==> images/met3.png <==
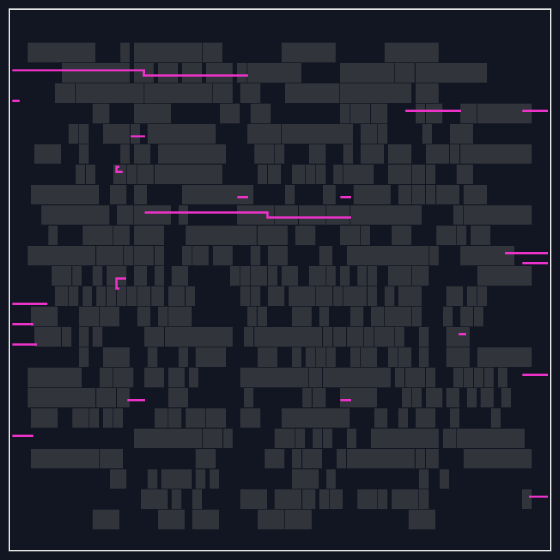
==> images/drive_strength.png <==
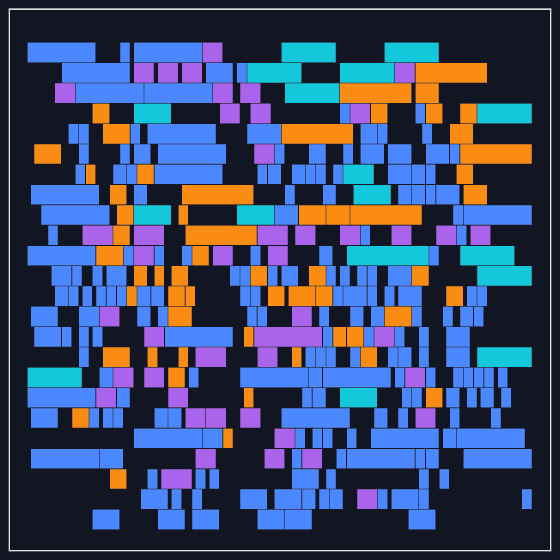
$ cat config.mk
export PLATFORM = sky130hd
export DESIGN_NAME = ssm_step_sched
export DESIGN_NICKNAME = d
export VERILOG_FILES = /design/src/rtl/ssm_step_sched.sv
export SDC_FILE = /design/constraint.sdc
export NUM_CORES = 1
export LEC_CHECK = 0
export ABC_AREA = 1
export CORE_MARGIN = 2
export CORE_UTILIZATION = 40
export DETAILED_ROUTE_END_ITERATION = 7
export PLACE_DENSITY_LB_ADDON = 0.05
export SETUP_SLACK_MARGIN = 0.05
export SYNTH_ARGS = -nofsm -noshare
export SYNTH_HDL_FRONTEND = slang
export SYNTH_SLANG_ARGS = --single-unit
$ cat constraint.sdc
create_clock -name clk -period 1.6 [get_ports clk]
set_input_delay 0.32 -clock clk [delete_from_list [all_inputs] [get_ports clk]]
set_output_delay 0.32 -clock clk [all_outputs]
set_load 0.05 [all_outputs]
$ cat src/rtl/ssm_step_sched.sv
// Per-token sequencer for the SSM state update: dA/dBx in parallel, state add, C*h output.
// Optional watchdog on every wait state is built when SSM_SCHED_TIMEOUT_EN is defined.
module ssm_step_sched #(
  parameter int unsigned TW     = 8,
  parameter int unsigned TO_CYC = 1024
) (
  input  logic          clk,
  input  logic          rst,
  input  logic          run,
  input  logic          abort,
  input  logic [TW-1:0] num_tok,
  output logic          dah_start,
  input  logic          dah_done,
  output logic          dbx_start,
  input  logic          dbx_done,
  output logic          dah_release,
  output logic          hadd_start,
  input  logic          hadd_done,
  output logic          y_start,
  input  logic          y_done,
  output logic          h_bank,
  output logic [TW-1:0] tok_idx,
  output logic          busy,
  output logic          step_done,
  output logic          all_done,
  output logic          err
);

  typedef enum logic [3:0] {
    IDLE, ISSUE_AB, WAIT_AB, RELEASE, ISSUE_ADD, WAIT_ADD, ISSUE_Y, WAIT_Y, STEP, FIN
  } state_t;

  state_t        state_q, state_d;
  logic [TW-1:0] n_tok_q, n_tok_d;
  logic [TW-1:0] tok_d;
  logic          bank_d;
  logic          a_flag_q, a_flag_d;
  logic          b_flag_q, b_flag_d;
  logic          abort_rel_c;
  logic          run_acc_c;
  logic          wd_hit_c;

  // Next-state and datapath update
  always_comb begin
    state_d     = state_q;
    n_tok_d     = n_tok_q;
    tok_d       = tok_idx;
    bank_d      = h_bank;
    a_flag_d    = a_flag_q;
    b_flag_d    = b_flag_q;
    abort_rel_c = 1'b0;
    run_acc_c   = 1'b0;
    case (state_q)
      IDLE: begin
        if (run && !abort) begin
          run_acc_c = 1'b1;
          n_tok_d   = num_tok;
          tok_d     = '0;
          bank_d    = 1'b0;
          state_d   = (num_tok != '0) ? ISSUE_AB : FIN;
        end
      end
      ISSUE_AB: begin
        a_flag_d = 1'b0;
        b_flag_d = 1'b0;
        state_d  = WAIT_AB;
      end
      WAIT_AB: begin
        a_flag_d = a_flag_q | dah_done;
        b_flag_d = b_flag_q | dbx_done;
        if (a_flag_d && b_flag_d) state_d = RELEASE;
      end
      RELEASE:   state_d = ISSUE_ADD;
      ISSUE_ADD: state_d = WAIT_ADD;
      WAIT_ADD:  if (hadd_done) state_d = ISSUE_Y;
      ISSUE_Y:   state_d = WAIT_Y;
      WAIT_Y:    if (y_done) state_d = STEP;
      STEP: begin
        bank_d = ~h_bank;
        if (tok_idx == n_tok_q - TW'(1)) begin
          state_d = FIN;
        end else begin
          tok_d   = tok_idx + TW'(1);
          state_d = ISSUE_AB;
        end
      end
      FIN:     state_d = IDLE;
      default: state_d = IDLE;
    endcase
    // Abort or watchdog: drop to IDLE, freeing a decay unit that already holds done
    if (state_q != IDLE && (abort || wd_hit_c)) begin
      state_d     = IDLE;
      tok_d       = tok_idx;
      bank_d      = h_bank;
      abort_rel_c = (state_q == WAIT_AB) && (a_flag_q || dah_done);
    end
  end

  // State, bookkeeping and registered outputs (decoded from the next state)
  always_ff @(posedge clk or posedge rst) begin
    if (rst) begin
      state_q     <= IDLE;
      n_tok_q     <= '0;
      tok_idx     <= '0;
      h_bank      <= 1'b0;
      a_flag_q    <= 1'b0;
      b_flag_q    <= 1'b0;
      dah_start   <= 1'b0;
      dbx_start   <= 1'b0;
      dah_release <= 1'b0;
      hadd_start  <= 1'b0;
      y_start     <= 1'b0;
      busy        <= 1'b0;
      step_done   <= 1'b0;
      all_done    <= 1'b0;
    end else begin
      state_q     <= state_d;
      n_tok_q     <= n_tok_d;
      tok_idx     <= tok_d;
      h_bank      <= bank_d;
      a_flag_q    <= a_flag_d;
      b_flag_q    <= b_flag_d;
      dah_start   <= (state_d == ISSUE_AB);
      dbx_start   <= (state_d == ISSUE_AB);
      dah_release <= (state_d == RELEASE) || abort_rel_c;
      hadd_start  <= (state_d == ISSUE_ADD);
      y_start     <= (state_d == ISSUE_Y);
      busy        <= (state_d != IDLE);
      step_done   <= (state_d == STEP);
      all_done    <= (state_d == FIN);
    end
  end

`ifdef SSM_SCHED_TIMEOUT_EN
  localparam int unsigned CW = $clog2(TO_CYC + 1);

  logic [CW-1:0] wd_cnt_q;
  logic          in_wait_c;

  assign in_wait_c = (state_q == WAIT_AB) || (state_q == WAIT_ADD) || (state_q == WAIT_Y);
  assign wd_hit_c  = in_wait_c && (wd_cnt_q == CW'(TO_CYC - 1));

  // Per-wait-state cycle counter; any state change restarts it
  always_ff @(posedge clk or posedge rst) begin
    if (rst) begin
      wd_cnt_q <= '0;
      err      <= 1'b0;
    end else begin
      if (state_d != state_q)  wd_cnt_q <= '0;
      else if (in_wait_c)      wd_cnt_q <= wd_cnt_q + CW'(1);
      if (run_acc_c)           err <= 1'b0;
      else if (wd_hit_c)       err <= 1'b1;
    end
  end
`else
  logic unused_to;

  assign wd_hit_c  = 1'b0;
  assign err       = 1'b0;
  assign unused_to = ^{run_acc_c, 1'(TO_CYC)};
`endif

endmodule
==> run notes <==
The mapped cell area came out at 1868 um^2. The number of antenna violations at the first check in global routing was 0; the clock transition at the registers of the reported paths was 0.07 ns. Dividing the detail-routed wire length by the instance count gives 11.40 um.

Most used routing layer: met2. Ranking logic cells in the layout by count gives the top entries nand2_1, buf_4, inv_1. The flow ran to the end, but the final reports show violations. The layout contains a multi-input combinational cell count of 179. The register area share after synthesis is 0.4019.

The checks that failed: negative setup slack. The setup slack after layout was -0.01661 ns; the non-clock buffer area fraction after layout was 0.2366. From the final report, the count of setup violators was given as 4. Across the run, the number of max-cap violations was 0.

The final layout report lists a filler cell count of 407. The run gives 1687 uW as the switching power. The category of cells accounting for the largest share of critical-path delay is simple AND/OR/NAND/NOR gates. Combinational share of cell area: 0.3646. In this run the standard cell core region covers 4414 um^2.

The logs give 5 for the clock buffer count from CTS and 1130 uW for the power in sequential cells. In the synthesized netlist, the cells that appear most often are nand2_1, dfrtp_1, inv_1, nor2_1, nand3_1. The tools report the leakage component of the power as 0.001363 uW. The run gives 24 for the count of standard-cell rows.

The post-synthesis async set-or-reset flop share was 1.000. After layout, the design draws a total of 3917 uW. The report lists the number of cells resized after CTS as 7. The number of warning messages in the logs was 29.

Setup repair after global routing could not meet its margin everywhere. For the wire length of the first global-routing pass, the log shows 7824 um. Among all stages on the critical path, the largest delay is contributed by dfrtp_1. The power density over the cells is 1441 nW/um^2, and the average via count per standard cell is 4.704.
Notes on met3.png above:
wire length on this layer: 110 um
main direction: horizontal
share of all routed wire: 2.6%
via count: 1745
Post-Route WL: 4231 um
met3 Usage GRT: 0.03750

Notes on drive_strength.png above:
[drive 6 and up] cyan | cells: 17
[drive 1 or less] blue | cells: 201
[drive 3 to 4] purple | cells: 45
[drive 2] orange | cells: 56
area growth from synthesis to final layout: 45.48%
count of non-CTS buffers in the layout: 64
Post-Layout Inst Area: 2718 um^2
post-layout worst setup margin: -0.01661 ns

Power figures rest on the tool's default switching activity, not on a simulated workload.
